## config.mk

```make
export PLATFORM = sky130hd
export DESIGN_NAME = mem_bus_master_flat
export DESIGN_NICKNAME = d
export VERILOG_FILES = /design/src/rtl/mem_bus_pkg.sv /design/src/rtl/mem_bus_if.sv /design/src/rtl/mem_bus_phase_timer.sv /design/src/rtl/mem_bus_master.sv /design/src/flat_wrapper.sv
export SDC_FILE = /design/constraint.sdc
export NUM_CORES = 1
export LEC_CHECK = 0
export CAP_MARGIN = 10
export CORE_MARGIN = 2
export CORE_UTILIZATION = 45
export CTS_CLUSTER_DIAMETER = 60
export DETAILED_ROUTE_END_ITERATION = 8
export PLACE_DENSITY = 0.79
export SLEW_MARGIN = 20
export SYNTH_ARGS = -nofsm -noshare
export SYNTH_HDL_FRONTEND = slang
export SYNTH_SLANG_ARGS = --single-unit
```

## constraint.sdc

```tcl
create_clock -name clk -period 4.9 [get_ports clk]
set_clock_uncertainty 0.2 [all_clocks]
set_input_delay 0.49 -clock clk [delete_from_list [all_inputs] [get_ports clk]]
set_output_delay 0.49 -clock clk [all_outputs]
set_load 0.01 [all_outputs]
```

## src/rtl/mem_bus_pkg.sv

```systemverilog
// Shared types and widths for the halfword memory bus master.
package mem_bus_pkg;

    localparam int HALF_W = 16;
    localparam int ADDR_W = 32;

    typedef enum logic [1:0] {
        IDLE = 2'd0,
        LO   = 2'd1,
        HI   = 2'd2,
        RESP = 2'd3
    } state_t;

endpackage

```

## src/rtl/mem_bus_if.sv

```systemverilog
// Core request/response handshake plus the halfword bus, seen from the master
// (mem_bus_master) and from its environment (core + bus responder).
interface mem_bus_if;
    import mem_bus_pkg::*;

    logic                  req_valid;
    logic                  req_ready;
    logic                  req_write;
    logic                  req_wide;
    logic [ADDR_W-1:0]     req_addr;
    logic [2*HALF_W-1:0]   req_wdata;

    logic                  rsp_valid;
    logic [2*HALF_W-1:0]   rsp_rdata;
    logic                  rsp_err;

    logic [ADDR_W-1:0]     addr;
    logic [HALF_W-1:0]     write;
    logic                  we;
    logic                  re;
    logic [HALF_W-1:0]     read;
    logic                  ready;

    modport master (
        input  req_valid, req_write, req_wide, req_addr, req_wdata,
        output req_ready,
        output rsp_valid, rsp_rdata, rsp_err,
        output addr, write, we, re,
        input  read, ready
    );

    modport slave (
        output req_valid, req_write, req_wide, req_addr, req_wdata,
        input  req_ready,
        input  rsp_valid, rsp_rdata, rsp_err,
        input  addr, write, we, re,
        output read, ready
    );

endinterface

```

## src/rtl/mem_bus_phase_timer.sv

```systemverilog
// Per-phase cycle counter: 0 in the first cycle of a phase, saturating; flags read latency reached
// and (with MEM_TIMEOUT_EN) the last allowed cycle of a phase. No backpressure.
module mem_bus_phase_timer #(
    parameter int READ_LATENCY   = 1
`ifdef MEM_TIMEOUT_EN
    , parameter int TIMEOUT_CYCLES = 255
`endif
) (
    input  logic clk,
    input  logic rst,
    input  logic clr,
    output logic lat_met
`ifdef MEM_TIMEOUT_EN
    , output logic timeout
`endif
);

`ifdef MEM_TIMEOUT_EN
    localparam int TO_W  = $clog2(TIMEOUT_CYCLES + 1);
    localparam int CNT_W = (TO_W > 3) ? TO_W : 3;
`else
    localparam int CNT_W = 3;
`endif

    localparam logic [CNT_W-1:0] CNT_MAX = '1;
    localparam logic [CNT_W-1:0] LAT     = CNT_W'(READ_LATENCY);

    logic [CNT_W-1:0] cnt_q;
    logic [CNT_W-1:0] cnt_d;

    always_comb begin
        cnt_d = cnt_q;
        if (clr) begin
            cnt_d = '0;
        end else if (cnt_q != CNT_MAX) begin
            cnt_d = cnt_q + 1'b1;
        end
    end

    always_ff @(posedge clk) begin
        if (rst) begin
            cnt_q <= '0;
        end else begin
            cnt_q <= cnt_d;
        end
    end

    assign lat_met = (cnt_q >= LAT);

`ifdef MEM_TIMEOUT_EN
    // Abort decision is taken in the last permitted cycle, so the phase lasts exactly TIMEOUT_CYCLES.
    localparam logic [CNT_W-1:0] TO_LAST = CNT_W'(TIMEOUT_CYCLES - 1);
    assign timeout = (cnt_q >= TO_LAST);
`endif

endmodule

```

## src/rtl/mem_bus_master.sv

```systemverilog
// Splits 16/32-bit core loads/stores into LO/HI halfword bus phases; narrow store 2 cycles, narrow load 2+READ_LATENCY.
// Bus ready=0 stalls the phase; one request at a time (req_ready only in IDLE). Optional MEM_TIMEOUT_EN aborts stuck phases.
module mem_bus_master
    import mem_bus_pkg::*;
#(
    parameter int READ_LATENCY   = 1,
    parameter int TIMEOUT_CYCLES = 255
) (
    input logic       clk,
    input logic       rst,
    mem_bus_if.master bus
);

    if (READ_LATENCY < 0 || READ_LATENCY > 7 || TIMEOUT_CYCLES < 1) begin : g_param_check
        $error("mem_bus_master: READ_LATENCY must be 0..7 and TIMEOUT_CYCLES >= 1");
    end

    state_t              state_q, state_d;
    logic [ADDR_W-1:0]   addr_q, addr_d;
    logic [2*HALF_W-1:0] wdata_q, wdata_d;
    logic [2*HALF_W-1:0] rdata_q, rdata_d;
    logic                write_q, write_d;
    logic                wide_q, wide_d;
    logic                lat_met;
    logic                phase_done;
    logic                in_phase;
    logic                timer_clr;
`ifdef MEM_TIMEOUT_EN
    logic                timeout;
    logic                err_q, err_d;
`endif

    assign in_phase  = (state_q == LO) || (state_q == HI);
    assign timer_clr = !in_phase || (state_d != state_q);

    mem_bus_phase_timer #(
        .READ_LATENCY   (READ_LATENCY)
`ifdef MEM_TIMEOUT_EN
        , .TIMEOUT_CYCLES (TIMEOUT_CYCLES)
`endif
    ) u_timer (
        .clk     (clk),
        .rst     (rst),
        .clr     (timer_clr),
        .lat_met (lat_met)
`ifdef MEM_TIMEOUT_EN
        , .timeout (timeout)
`endif
    );

    always_comb begin
        state_d       = state_q;
        addr_d        = addr_q;
        wdata_d       = wdata_q;
        rdata_d       = rdata_q;
        write_d       = write_q;
        wide_d        = wide_q;
`ifdef MEM_TIMEOUT_EN
        err_d         = err_q;
`endif
        phase_done    = 1'b0;
        bus.req_ready = 1'b0;
        bus.rsp_valid = 1'b0;
        bus.addr      = '0;
        bus.write     = '0;
        bus.we        = 1'b0;
        bus.re        = 1'b0;

        case (state_q)
            IDLE: begin
                bus.req_ready = 1'b1;
                if (bus.req_valid) begin
                    addr_d  = bus.req_addr;
                    wdata_d = bus.req_wdata;
                    write_d = bus.req_write;
                    wide_d  = bus.req_wide;
                    rdata_d = '0;
`ifdef MEM_TIMEOUT_EN
                    err_d   = 1'b0;
`endif
                    state_d = LO;
                end
            end
            LO, HI: begin
                bus.addr = (state_q == HI) ? addr_q + 32'd1 : addr_q;
                bus.we   = write_q;
                bus.re   = !write_q;
                if (write_q) begin
                    bus.write = (state_q == HI) ? wdata_q[2*HALF_W-1:HALF_W] : wdata_q[HALF_W-1:0];
                end
                // Loads must also wait out the read latency before ready counts.
                phase_done = bus.ready && (write_q || lat_met);
                if (phase_done) begin
                    if (!write_q) begin
                        if (state_q == HI) begin
                            rdata_d[2*HALF_W-1:HALF_W] = bus.read;
                        end else begin
                            rdata_d[HALF_W-1:0] = bus.read;
                        end
                    end
                    state_d = (state_q == LO && wide_q) ? HI : RESP;
                end
`ifdef MEM_TIMEOUT_EN
                else if (timeout) begin
                    rdata_d = '0;
                    err_d   = 1'b1;
                    state_d = RESP;
                end
`endif
            end
            RESP: begin
                bus.rsp_valid = 1'b1;
                state_d       = IDLE;
            end
            default: state_d = IDLE;
        endcase
    end

    always_ff @(posedge clk) begin
        if (rst) begin
            state_q <= IDLE;
            addr_q  <= '0;
            wdata_q <= '0;
            rdata_q <= '0;
            write_q <= 1'b0;
            wide_q  <= 1'b0;
        end else begin
            state_q <= state_d;
            addr_q  <= addr_d;
            wdata_q <= wdata_d;
            rdata_q <= rdata_d;
            write_q <= write_d;
            wide_q  <= wide_d;
        end
    end

`ifdef MEM_TIMEOUT_EN
    always_ff @(posedge clk) begin
        if (rst) begin
            err_q <= 1'b0;
        end else begin
            err_q <= err_d;
        end
    end
    assign bus.rsp_err = err_q;
`else
    assign bus.rsp_err = 1'b0;
`endif

    assign bus.rsp_rdata = rdata_q;

endmodule

```

## src/flat_wrapper.sv

```systemverilog
// flat-port wrapper written by rule: the top's interface ports become plain ports
module mem_bus_master_flat import mem_bus_pkg::*;
#(
    parameter int READ_LATENCY   = 1,
    parameter int TIMEOUT_CYCLES = 255
)
  (clk, rst, bus_req_valid, bus_req_write, bus_req_wide, bus_req_addr, bus_req_wdata, bus_req_ready, bus_rsp_valid, bus_rsp_rdata, bus_rsp_err, bus_addr, bus_write, bus_we, bus_re, bus_read, bus_ready);
  mem_bus_if bus_i ();
  input logic clk;
  input logic rst;
  input wire logic [$bits(bus_i.req_valid)-1:0] bus_req_valid;
  input wire logic [$bits(bus_i.req_write)-1:0] bus_req_write;
  input wire logic [$bits(bus_i.req_wide)-1:0] bus_req_wide;
  input wire logic [$bits(bus_i.req_addr)-1:0] bus_req_addr;
  input wire logic [$bits(bus_i.req_wdata)-1:0] bus_req_wdata;
  output wire logic [$bits(bus_i.req_ready)-1:0] bus_req_ready;
  output wire logic [$bits(bus_i.rsp_valid)-1:0] bus_rsp_valid;
  output wire logic [$bits(bus_i.rsp_rdata)-1:0] bus_rsp_rdata;
  output wire logic [$bits(bus_i.rsp_err)-1:0] bus_rsp_err;
  output wire logic [$bits(bus_i.addr)-1:0] bus_addr;
  output wire logic [$bits(bus_i.write)-1:0] bus_write;
  output wire logic [$bits(bus_i.we)-1:0] bus_we;
  output wire logic [$bits(bus_i.re)-1:0] bus_re;
  input wire logic [$bits(bus_i.read)-1:0] bus_read;
  input wire logic [$bits(bus_i.ready)-1:0] bus_ready;
  assign bus_i.req_valid = bus_req_valid;
  assign bus_i.req_write = bus_req_write;
  assign bus_i.req_wide = bus_req_wide;
  assign bus_i.req_addr = bus_req_addr;
  assign bus_i.req_wdata = bus_req_wdata;
  assign bus_req_ready = bus_i.req_ready;
  assign bus_rsp_valid = bus_i.rsp_valid;
  assign bus_rsp_rdata = bus_i.rsp_rdata;
  assign bus_rsp_err = bus_i.rsp_err;
  assign bus_addr = bus_i.addr;
  assign bus_write = bus_i.write;
  assign bus_we = bus_i.we;
  assign bus_re = bus_i.re;
  assign bus_i.read = bus_read;
  assign bus_i.ready = bus_ready;
  mem_bus_master #(.READ_LATENCY(READ_LATENCY), .TIMEOUT_CYCLES(TIMEOUT_CYCLES)) u_core (.clk(clk), .rst(rst), .bus(bus_i));
endmodule
```

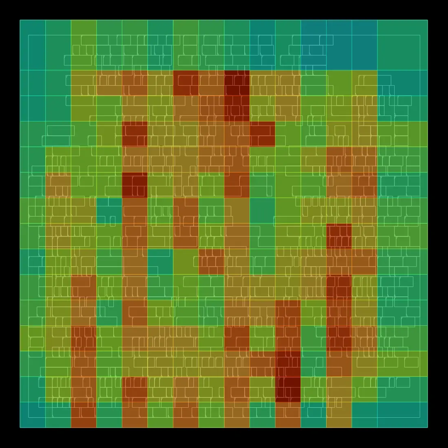
(images/congestion.png)
met2 layer usage reported by global route: 40.6%
GR Util met3: 4.17%
Top Usage Layer GRT: met2

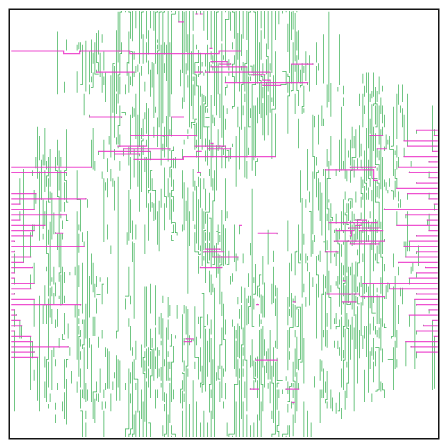
(images/wires.png)
Two of the layers only.
| layer | colour | wire length |
|---|---|---|
| metal 2 | green | 7,310 um |
| metal 3 | magenta | 892 um |

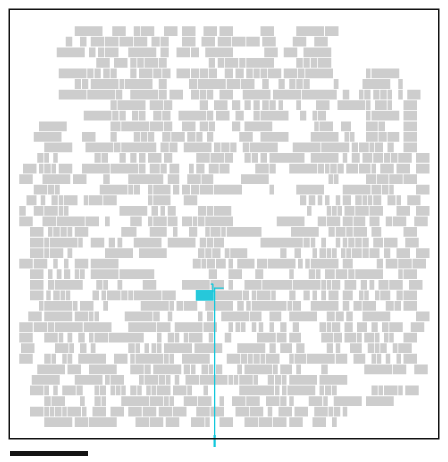
(images/io_fan.png)
Bar = 20 um.
| port | colour | bits | direction | edge | end cells | buffers | wire |
|---|---|---|---|---|---|---|---|
| bus_rsp_valid | cyan | 1 | output | bottom | 1 | 1 | 43.0 um |

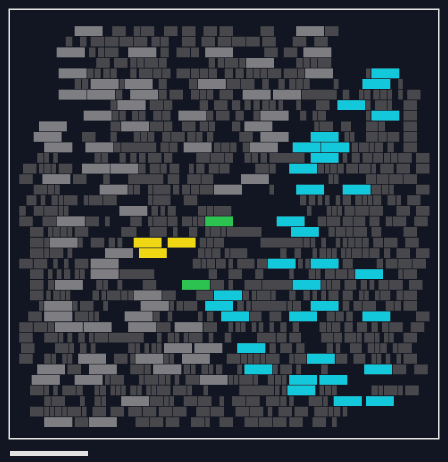
(images/flops_by_reg.png)
Bar = 20 um.
| netlist name | colour | flops |
|---|---|---|
| u_core.state_q | green | 2 |
| u_core.addr_q | cyan | 32 |
| u_core.u_timer.cnt_q | yellow | 3 |

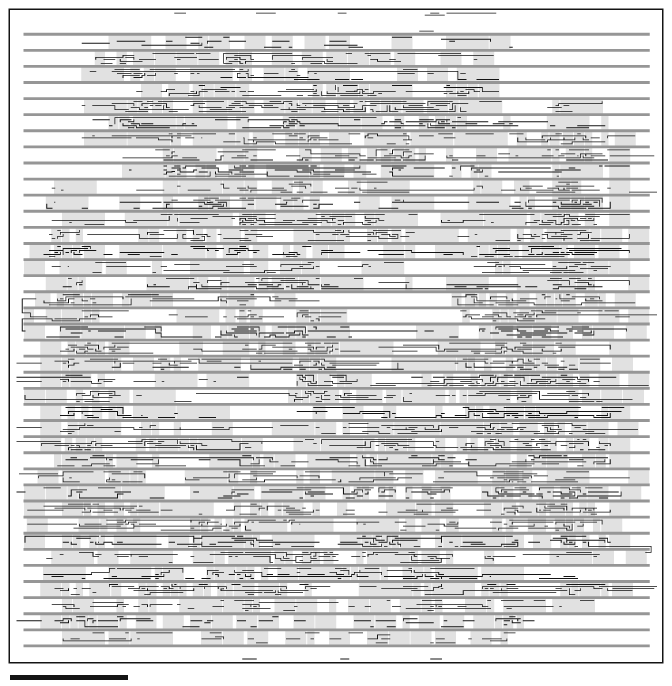
(images/layer_met1.png)
Bar = 20 um. Supply wires on this layer in grey. Cells faint in the background.
longest straight run: 30.4 um
wire length on this layer: 6,310 um
share of all routed wire: 43%
nets with wire on the layer: 789

==> results_slide.txt <==
Key Metrics from the Run

Clocking
  • Depth of the CTS H-tree: 3
  • CTS root buffer: sky130_fd_sc_hd__clkbuf_16
  • Maximum root-to-sink buffer count: 2
  • Number of sinks on the clock net: 103
  • Clock tree from TritonCTS: done
  • Post-CTS Resized: 0
  • Hold buffer count at cts: 0
  • Worst-skew pair later-pin latency: 0.34 ns
  • Clock buffers created by TritonCTS: 9
  • Postcts setup bufs: 0
  • Post-CTS clock slew at the launch and capture registers of the worst setup and hold paths: 0.07 ns

Worst setup path
  • Timing startpoint of the critical path: u_core.state_q[0]
  • Dominant delay contributor by cell family on the critical path: simple AND/OR/NAND/NOR gates
  • Worst flop-to-flop path startpoint: u_core.state_q[0]
  • R2R setup slack: 1.94 ns
  • Arrival time worst endpoint: 3.40 ns
  • Cells along the critical path: inv_1, ha_1, buf_4, and4_2, nand3_1, or4b_1, a21oi_1, clkdlybuf4s50_1
  • Worst endpoint required time: 4.21 ns
  • Critical path buffers and inverters: 3
  • Cell with the largest stage delay on the worst path: sky130_fd_sc_hd__or4b_1
  • CP Capture Type: primary output
  • Biggest fanout along the worst timing path: 26
  • Launching element type of the critical path: flip-flop
  • Total number of cells along the worst setup path: 8
  • Crit Path Class: flip-flop to primary output
  • Cell count of the worst reg-to-reg path: 6

Global routing
  • Pin count of the biggest net entering global routing: 68
  • Overflow left after global routing: 0
  • Total global routing track utilization: 23.9%
  • Initial antenna violation count: 0
  • Via count of the first global-routing pass: 4,907
  • Global-route wire length before repair: 23.0 mm

Finish
  • Area of all placed cells without fillers: 0.00703 mm2
  • Area Growth Syn to Fin: 38.7%
  • Proportion of final cell area spent on non-clock buffers: 24.6%
  • Non-clock inverter count: 11
  • Sequential cells: 103
  • Proportion of cell area occupied by registers: 29.3%
  • Clk tree area frac: 4.16%
  • Register Area: 0.00206 mm2
  • Non-clock buffer count in the final layout: 175
  • Logic share of the area: 38.8%
  • Diode count: 0
  • Multi-input logic cell count: 502
  • Fraction of final layout cells sized beyond drive strength 1: 3.59%
  • Most numerous logic cell after layout: sky130_fd_sc_hd__clkdlybuf4s50_1
  • Combinational gate area: 0.00273 mm2
  • Top logic cells by instance count in the layout: sky130_fd_sc_hd__clkdlybuf4s50_1 (168), sky130_fd_sc_hd__nand2_1 (149), sky130_fd_sc_hd__a21oi_1 (113)
  • Final-layout fill cell count: 968
  • Final layout net count: 896
  • Area-dominant cell class after layout: logic gates

STA
  • Post-route fraction of the period consumed by the critical path: 83.5%
  • Summed negative setup slack over all endpoints: 0 ns
  • Final Hold Slack: 0.254 ns
  • Min cycle time layout: 4.09 ns
  • Highest Clock Rate: 0.244 GHz
  • Setup repair after global routing missed its margin: no
  • Final Max Tran Viols: 0
  • Relative slew slack: 39.2%
  • # setup viols final: 0
  • Number of hold violations in the final report: 0
  • Actual transition at the worst max-transition pin: 0.909 ns

Power
  • Peak supply drop: 0.000148 V
  • Switching power: 0.000552 W
  • Clock Power Share: 35.1%
  • Combinational Power Share: 18.7%
  • P per Cell Area: 287 mW/mm2
  • Switching Fraction: 27.4%
  • Share of total power in sequential cells: 46.2%
  • Leakage power summed over all cells: 2.32 nW
  • Cell-internal power: 0.00146 W

Floorplan
  • Starting Density: 46.4%
  • Chip height: 110 um
  • Die outline width: 110 um
  • I/O pin total: 171
  • Core Region: 0.0109 mm2
  • Rows: 38
  • N_taps: 140

Logic synthesis
  • Asr flop ratio synth: 0%
  • List of most frequent post-synthesis cells: sky130_fd_sc_hd__nand2_1 (150), sky130_fd_sc_hd__a21oi_1 (113), sky130_fd_sc_hd__dfxtp_1 (103)
  • Cells after synthesis: 673
  • Yosys cell count: 673
  • Count of unique library cells instantiated by Yosys: 43
  • Synth area leader: sky130_fd_sc_hd__dfxtp_1
  • Average cell area after synthesis: 7.54 um2
  • Cell area after synthesis: 0.00507 mm2
  • Portion of the post-synthesis area used by sequential elements: 40.7%
  • Primary FF master, synth: sky130_fd_sc_hd__dfxtp_1
  • Yosys warnings: 0
  • Synth top area share: 40.7%
  • Top area cell types: sky130_fd_sc_hd__dfxtp_1 (41%), sky130_fd_sc_hd__a21oi_1 (11%), sky130_fd_sc_hd__nand2_1 (11%)
  • Most common cell in the netlist: sky130_fd_sc_hd__nand2_1
  • Number of enable flip-flop cells: 0
  • Flip-flop and latch count after synthesis: 103
  • Number of nets in the synthesized netlist: 767

Min path
  • Worst Hold Path EP: u_core.wdata_q[7]
  • Path category of the worst min-delay check: flip-flop to flip-flop
  • Startpoint of the worst hold path: u_core.wdata_q[7]
  • Hold Path Stages: 2

Drt
  • Total Routed Length: 14.8 mm
  • Vias per cell: 5.61
  • DRC violation total after the first TritonRoute iteration: 445
  • Final ANT Viol Nets: 0
  • 1st-pass router iterations: 5
  • Vias post-DR: 5,309
  • Detailed-route DRC error count: 0
  • Routed len/inst: 15.6 um

Flow run
  • Count of warning messages emitted by the tools: 30
  • Maximum Capacitance Violations: 0

Placed design
  • Number of input and output port buffers inserted: 169
  • Detailed placer's ending HPWL: 10.5 mm
  • Placement-stage cell area: 0.00674 mm2
  • Final weighted congestion of routability-driven global placement: 0.860

Run status
  • Status: completed
==> logic make-up (layout without fill, tap and decap cells) <==
| family | Yosys count | count (layout) | share of synthesized area [%] |
|---|---|---|---|
| multiplexers | 22 | 22 | 4.34 |
| other | 1 | 1 | 0.0739 |
| XOR/XNOR | 13 | 13 | 2.24 |
| adder cells (fa/ha/maj) | 8 | 8 | 1.97 |
| flip-flops | 103 | 103 | 40.7 |
| AND-OR/OR-AND | 176 | 176 | 18.7 |
| AND/OR/NAND/NOR | 282 | 282 | 26.3 |
| buffers and inverters | 68 | 202 | 5.70 |
==> routing by layer <==
metal,track usage (%),routed length (um),share of wire (%),vias up
met5,0,0,0,-
met3,4.17,891,6.0,18
met1,30.3,6310,43,2498
li1,-,-,-,2606
met2,40.6,7310,49,187
met4,8.66,261,1.8,0
==> power groups by stage <==
| stage | registers [W] | logic [W] | clock network (W) |
|---|---|---|---|
| 6_report | 0.000931 | 0.000377 | 0.000709 |
| 5_1_grt | 0.000937 | 0.000415 | 0.000763 |
| 4_1_cts | 0.000930 | 0.000376 | 0.000728 |
| 3_5_place_dp | 0.000949 | 0.000374 | 0 |
| 3_3_place_gp | 0.000945 | 0.000366 | 0 |
| 2_1_floorplan | 0.000941 | 0.000212 | 0 |
==> flip-flops by register name (all words and copies together) (netlist names) <==
signal	cells
u_core.wdata_q	32
u_core.addr_q	32
u_core.state_q	2
u_core.u_timer.cnt_q	3
u_core.wide_q	1
u_core.bus.rsp_rdata	32
u_core.write_q	1
==> metrics by stage <==
step	utilization [%]	setup WS [ns]	instances	total power [W]
after global routing	64.3	0.614	947	0.00212
after floorplan	-	1.99	673	0.00115
final	64.3	0.809	947	0.00202
after global placement	61.6	1.27	931	0.00131
after detailed placement	61.6	1.17	931	0.00132
after CTS	64.3	0.797	947	0.00203
Power figures rest on the tool's default switching activity, not on a simulated workload.
